## src/rtl/imem_loadable.sv

```systemverilog
// -----------------------------------------------------------------------------
// imem_loadable
//
// Instruction memory with a run-time program load port. Holds DEPTH words of
// IW bits, addressed by byte (bit 0 of iaddr is ignored). Reads have one cycle
// of registered latency and report validity / range errors alongside the data.
// While a load is in progress the memory is busy and fetches are dropped.
//
// Ports
//   clk          clock, all state updates on the rising edge
//   rst_n        asynchronous active-low reset
//   fetch_req    fetch request for iaddr this cycle
//   iaddr        byte address of the instruction
//   idata        fetched instruction (registered)
//   idata_valid  idata holds the result of the previous cycle's fetch
//   addr_err     previous fetch was out of range (idata forced to 0)
//   ld_start     begin program load (one-cycle pulse, honoured in IDLE only)
//   ld_valid     ld_data is valid this cycle
//   ld_data      next program word
//   ld_ready     load port accepts a word this cycle
//   ld_done      one-cycle pulse on the edge that writes the last word
//   busy         load in progress; fetches are not serviced
//   dbg_state    current FSM state (0 = IDLE, 1 = LOAD)
//
// Load handshake: a word is transferred on a rising edge where both ld_valid
// and ld_ready are 1. ld_ready does not depend on ld_valid. The producer may
// hold ld_valid low for any number of cycles; the pointer and state hold
// meanwhile and there is no timeout. ld_valid outside LOAD writes nothing.
//
// Every output comes straight from a flop. ld_ready / busy are registered
// decodes of the next state, so they track the state register exactly.
// -----------------------------------------------------------------------------
module imem_loadable #(
   parameter int IW    = 17,
   parameter int AW    = 16,
   parameter int DEPTH = 8,
   parameter int LD    = 3
) (
   input  logic          clk,
   input  logic          rst_n,
   input  logic          fetch_req,
   input  logic [AW-1:0] iaddr,
   output logic [IW-1:0] idata,
   output logic          idata_valid,
   output logic          addr_err,
   input  logic          ld_start,
   input  logic          ld_valid,
   input  logic [IW-1:0] ld_data,
   output logic          ld_ready,
   output logic          ld_done,
   output logic          busy,
   output logic          dbg_state
);

   typedef enum logic {
      IDLE = 1'b0,
      LOAD = 1'b1
   } state_t;

   localparam logic [LD-1:0] PTR_MAX = LD'(DEPTH - 1);

   state_t        state;
   state_t        state_nxt;
   logic [LD-1:0] ptr;
   logic [LD-1:0] ptr_nxt;

   logic          busy_nxt;
   logic          ld_ready_nxt;
   logic          ld_done_nxt;

   logic [IW-1:0] mem [DEPTH];

   logic          wr_en;
   logic [LD-1:0] rd_idx;
   logic          in_range;
   logic          unused_iaddr_bit0;

   // Instructions are half-word aligned; the low address bit carries nothing.
   assign unused_iaddr_bit0 = iaddr[0];

   assign wr_en     = (state == LOAD) && ld_valid;
   assign rd_idx    = iaddr[LD:1];
   assign in_range  = (iaddr[AW-1:LD+1] == '0);
   assign dbg_state = state;

   // ---------------------------------------------------------------------------
   // State register
   // ---------------------------------------------------------------------------
   always_ff @(posedge clk or negedge rst_n) begin
      if (!rst_n) begin
         state <= IDLE;
         ptr   <= '0;
      end else begin
         state <= state_nxt;
         ptr   <= ptr_nxt;
      end
   end

   // ---------------------------------------------------------------------------
   // Next-state logic
   // ---------------------------------------------------------------------------
   always_comb begin
      state_nxt = state;
      ptr_nxt   = ptr;
      case (state)
         IDLE: begin
            if (ld_start) begin
               state_nxt = LOAD;
               ptr_nxt   = '0;
            end
         end
         LOAD: begin
            // ld_start is deliberately ignored here so a stray pulse cannot
            // restart the pointer mid-program.
            if (ld_valid) begin
               if (ptr == PTR_MAX) begin
                  state_nxt = IDLE;
                  ptr_nxt   = '0;
               end else begin
                  ptr_nxt = ptr + 1'b1;
               end
            end
         end
         default: begin
            state_nxt = IDLE;
            ptr_nxt   = '0;
         end
      endcase
   end

   // ---------------------------------------------------------------------------
   // Output decode (registered below so no input reaches an output combinationally)
   // ---------------------------------------------------------------------------
   always_comb begin
      busy_nxt     = (state_nxt == LOAD);
      ld_ready_nxt = (state_nxt == LOAD);
      ld_done_nxt  = wr_en && (ptr == PTR_MAX);
   end

   always_ff @(posedge clk or negedge rst_n) begin
      if (!rst_n) begin
         busy     <= 1'b0;
         ld_ready <= 1'b0;
         ld_done  <= 1'b0;
      end else begin
         busy     <= busy_nxt;
         ld_ready <= ld_ready_nxt;
         ld_done  <= ld_done_nxt;
      end
   end

   // ---------------------------------------------------------------------------
   // Storage: contents survive reset, so a partially completed load leaves the
   // written words new and the rest old.
   // ---------------------------------------------------------------------------
   always_ff @(posedge clk) begin
      if (wr_en) begin
         mem[ptr] <= ld_data;
      end
   end

   // ---------------------------------------------------------------------------
   // Fetch path. Uses the current state, so a fetch coinciding with ld_start
   // is still serviced from the old contents. The last write and the first
   // post-load read land on different edges, so no bypass is needed.
   // ---------------------------------------------------------------------------
   always_ff @(posedge clk or negedge rst_n) begin
      if (!rst_n) begin
         idata       <= '0;
         idata_valid <= 1'b0;
         addr_err    <= 1'b0;
      end else if ((state == IDLE) && fetch_req) begin
         idata_valid <= 1'b1;
         if (in_range) begin
            idata    <= mem[rd_idx];
            addr_err <= 1'b0;
         end else begin
            idata    <= '0;
            addr_err <= 1'b1;
         end
      end else begin
         idata_valid <= 1'b0;
         addr_err    <= 1'b0;
      end
   end

endmodule

```

## config.mk

```make
export PLATFORM = sky130hd
export DESIGN_NAME = imem_loadable
export DESIGN_NICKNAME = d
export VERILOG_FILES = /design/src/rtl/imem_loadable.sv
export SDC_FILE = /design/constraint.sdc
export NUM_CORES = 1
export LEC_CHECK = 0
export CAP_MARGIN = 15
export CORE_MARGIN = 2
export CORE_UTILIZATION = 61
export DETAILED_ROUTE_END_ITERATION = 8
export GPL_TIMING_DRIVEN = 0
export PLACE_DENSITY = 0.89
export SLEW_MARGIN = 15
export SYNTH_ARGS = -nofsm -noshare
export SYNTH_HDL_FRONTEND = slang
export SYNTH_SLANG_ARGS = --single-unit
```

## constraint.sdc

```tcl
create_clock -name clk -period 5.82 [get_ports clk]
set_clock_uncertainty 0.2 [all_clocks]
set_input_delay 1.164 -clock clk [delete_from_list [all_inputs] [get_ports clk]]
set_output_delay 1.164 -clock clk [all_outputs]
set_load 0.02 [all_outputs]
```

Run 1, nets reached from selected ports:
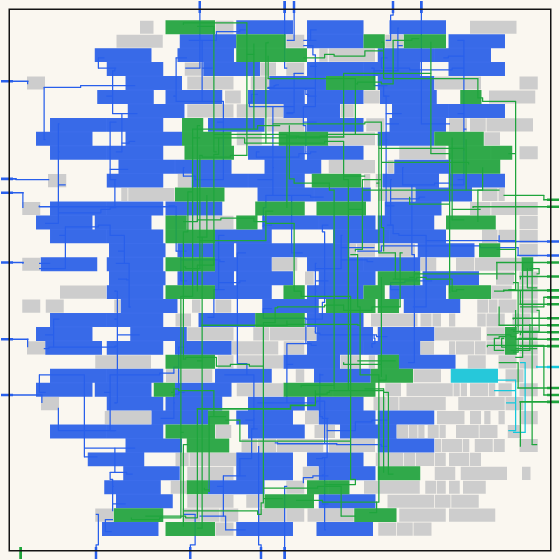
Key: ld_data = blue [bits 17, direction input, end cells 136, wire 1390 um]; iaddr = green [bits 16, direction input, end cells 54, wire 1980 um]; ld_ready = cyan [bits 1, direction output, end cells 1, wire 40.0 um]
Port Buffers: 55
I/O pin total: 61

Run 1, routing congestion:
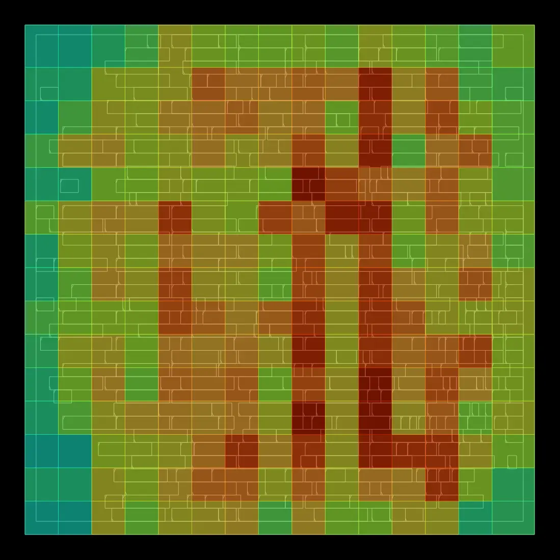
post-layout util: 75.8%
Total GRT Usage: 26.4%
grt peak-use layer: met2

Run 1, wiring heat map:
Scale bar: 20 um. 21 x 21 tiles, from dark purple (low) to yellow (high), scaled to the fullest tile. Values are wire area over tile area, all layers added.
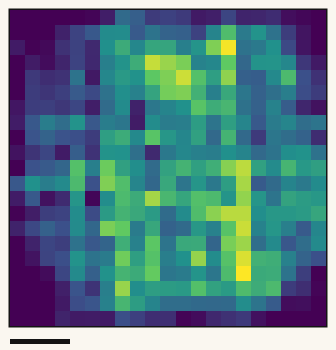
9.3% of the tiles are nearly empty. 31% of the tiles are over half the peak. The emptiest ninth of the die: upper left.
Vias: 3248
wire per inst: 26.3 um
drt total wl: 13.6 mm

## run 1: cells in the final DEF, fill, tap and decap left out, drive strengths merged, types with 3 or more instances in the layout
master / count
clkdlybuf4s50: 54
dfrtp: 24
a22o: 17
nand2b: 5
clkinv: 4
nor2: 9
mux2: 19
clkinvlp: 4
clkbuf: 28
nor4: 3
buf: 23
edfxtp: 136
mux4: 34
nand2: 4
## run 1: per-layer routing
layer	part of all wire, %	GRT usage [%]	routed length, um	up-vias
met5	0	0	0	-
met4	2.8	9.62	382	0
met3	8.1	8.66	1110	27
met2	51	43.1	6950	203
met1	38	33.7	5140	1657
li1	-	-	-	1361
## run 1: worst register-to-register path: stages (launching register included)
cell and delay [ns]:
dfrtp_1 0.39, clkbuf_1 0.35, nand2b_1 0.25, nor2_2 0.68, buf_6 0.27
==> notes.md, run 1 <==
yosys + openroad results -> Final Power=2930 uW, Die Y=approximately 110 um, drt initial violations=253, sequential element share of the synthesized area=approximately 75%, and+or+nand+nor area frac=around 2.3%, Flops=between 150 and 200, Flop pwr share=~50%, critical path's slowest cell=clkdlybuf4s50_1, sw frac=about a quarter, largest net degree at the start of global routing=25, Buffers excl. clock=roughly 83, Yosys top cell by area=edfxtp_1, fillers=between 500 and 600, Leak Pwr=roughly 0.0027 uW, area grow syn2layout=22.7%, Mapped Cells=between 200 and 300, Antenna Cells=0, Worst setup EP type=primary output, run status=finished, final reports clean, Seq area share=60.9%, final hold vios=0, dominant kind of combinational cell=multiplexers, Finished Layout Cells=between 500 and 600, Hold WS=0.318 ns, reg2reg setup slack=between 3 and 4 ns, CP max FO=4, Signal buf overhead=roughly a tenth, Worst-path clk slew=~0.070 ns
## Run 2: what changed since run 1
Settings changed: CORE_UTILIZATION 61 to 51, PLACE_DENSITY 0.89 to 0.8.
Clock period 5.82 ns to 2.6 ns, I/O delays scaled along.
==> run 2 against run 1 <==
Combinational power increased by 120%; flip-flop count unchanged; clock-buffer cell count fell by 2; global-route usage fell by 6.1 points; worst hold slack lost 0.014 ns; largest power group unchanged; critical endpoint is now mem[1][16]; largest cell class unchanged; critical path type is now flop to flop.
==> notes.md, run 2 <==
yosys + openroad results -> Buffers excl. clock=between 80 and 90, post_cts resized=0, Worst-path clk slew=0.06 ns, Flop pwr share=49.6%, Flops=between 150 and 200, Leak Pwr=about 0.0027 uW, critical path's slowest cell=nor2_2, most used logic cell in the final layout=edfxtp_1, Hold Crit Depth=1, reg2reg setup slack=0.29 ns, final hold vios=0, Final Power=around 6600 uW, Die Y=~110 um, drt total wl=about 12 mm, Mapped Cells=284, clk_lat worst skew=~0.42 ns, Antenna Cells=0, sw frac=between 20 and 25%, Yosys top cell by area=edfxtp_1, WP data required=about 2.5 ns, sequential element share of the synthesized area=between 70% and 80%, Finished Layout Cells=527, run status=finished, final reports clean, fillers=approximately 790, hold crit path type=flop to flop, I/O pin total=61, 1st-pass router iterations=4, Core Area=~12000 um^2, Post-synth ARST share=between 10% and 20%, pre-CTS WS=-0.133 ns, maxcap violations=0, most frequent cells in the layout=edfxtp_1 (136), clkdlybuf4s50_1 (54), mux4_1 (25), fmax=433 MHz, Port Buffers=approximately 55, max FFs per register=roughly 140, Vias/cell=between 5 and 6, DRC viols=0, Vias=around 3000, largest net degree at the start of global routing=25, Signal buf overhead=10.7%, CP max FO=10, top post-synthesis cells by count=edfxtp_1 (136), mux4_1 (25), dfrtp_1 (24), mux2_2 (19), a22o_1 (17), Hold WS=approximately 0.30 ns, H-tree depth=4, Seq area share=between 60% and 70%, area grow syn2layout=23.4%, Worst setup EP type=flop, syn_area_per_cell=~22 um^2
## run 2: cell types whose count changed in the layout (fill, tap and decap cells not counted), sizes merged
cell / delta
clkbuf: -2
inv: +2
dlygate4sd3: +1
buf: -2
clkinvlp: -2
clkinv: +2
## run 2: cell families (layout without fill, tap and decap cells)
group | after synthesis | count (layout) | synth area share [%]
adders and majority gates | 2 | 2 | 0.399
muxes | 55 | 55 | 17.4
and+or+nand+nor | 28 | 28 | 2.34
DFF | 160 | 160 | 74.7
buffers and inverters | 19 | 115 | 2.45
AOI/OAI and AO/OA | 20 | 20 | 2.63
## run 2: per-layer routing
layer	vias to the layer above	track usage [%]	wire, um
met5	-	0	0
met4	0	7.23	230
met3	20	6.11	741
met2	122	34.0	6440
met1	1563	25.7	4940
li1	1367	-	-
Run 2, routing congestion:
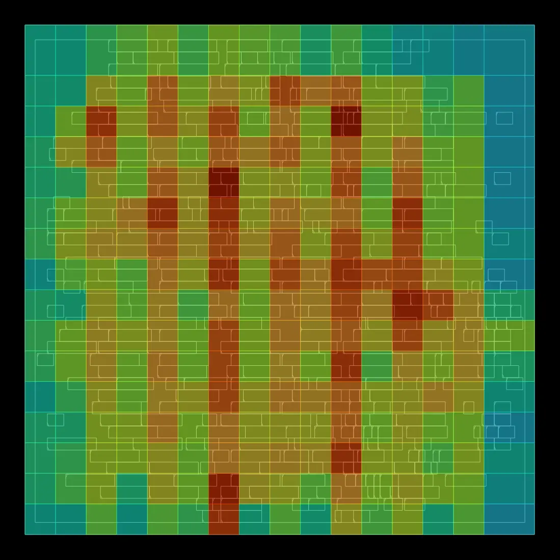
met3 usage: 6.11%
wire per inst: 23.4 um
Total GRT Usage: 20.4%
post-layout util: 64.4%
met1 Resource Use GR: 25.7%

No activity file was given, so power comes from the tool's default toggle rates.
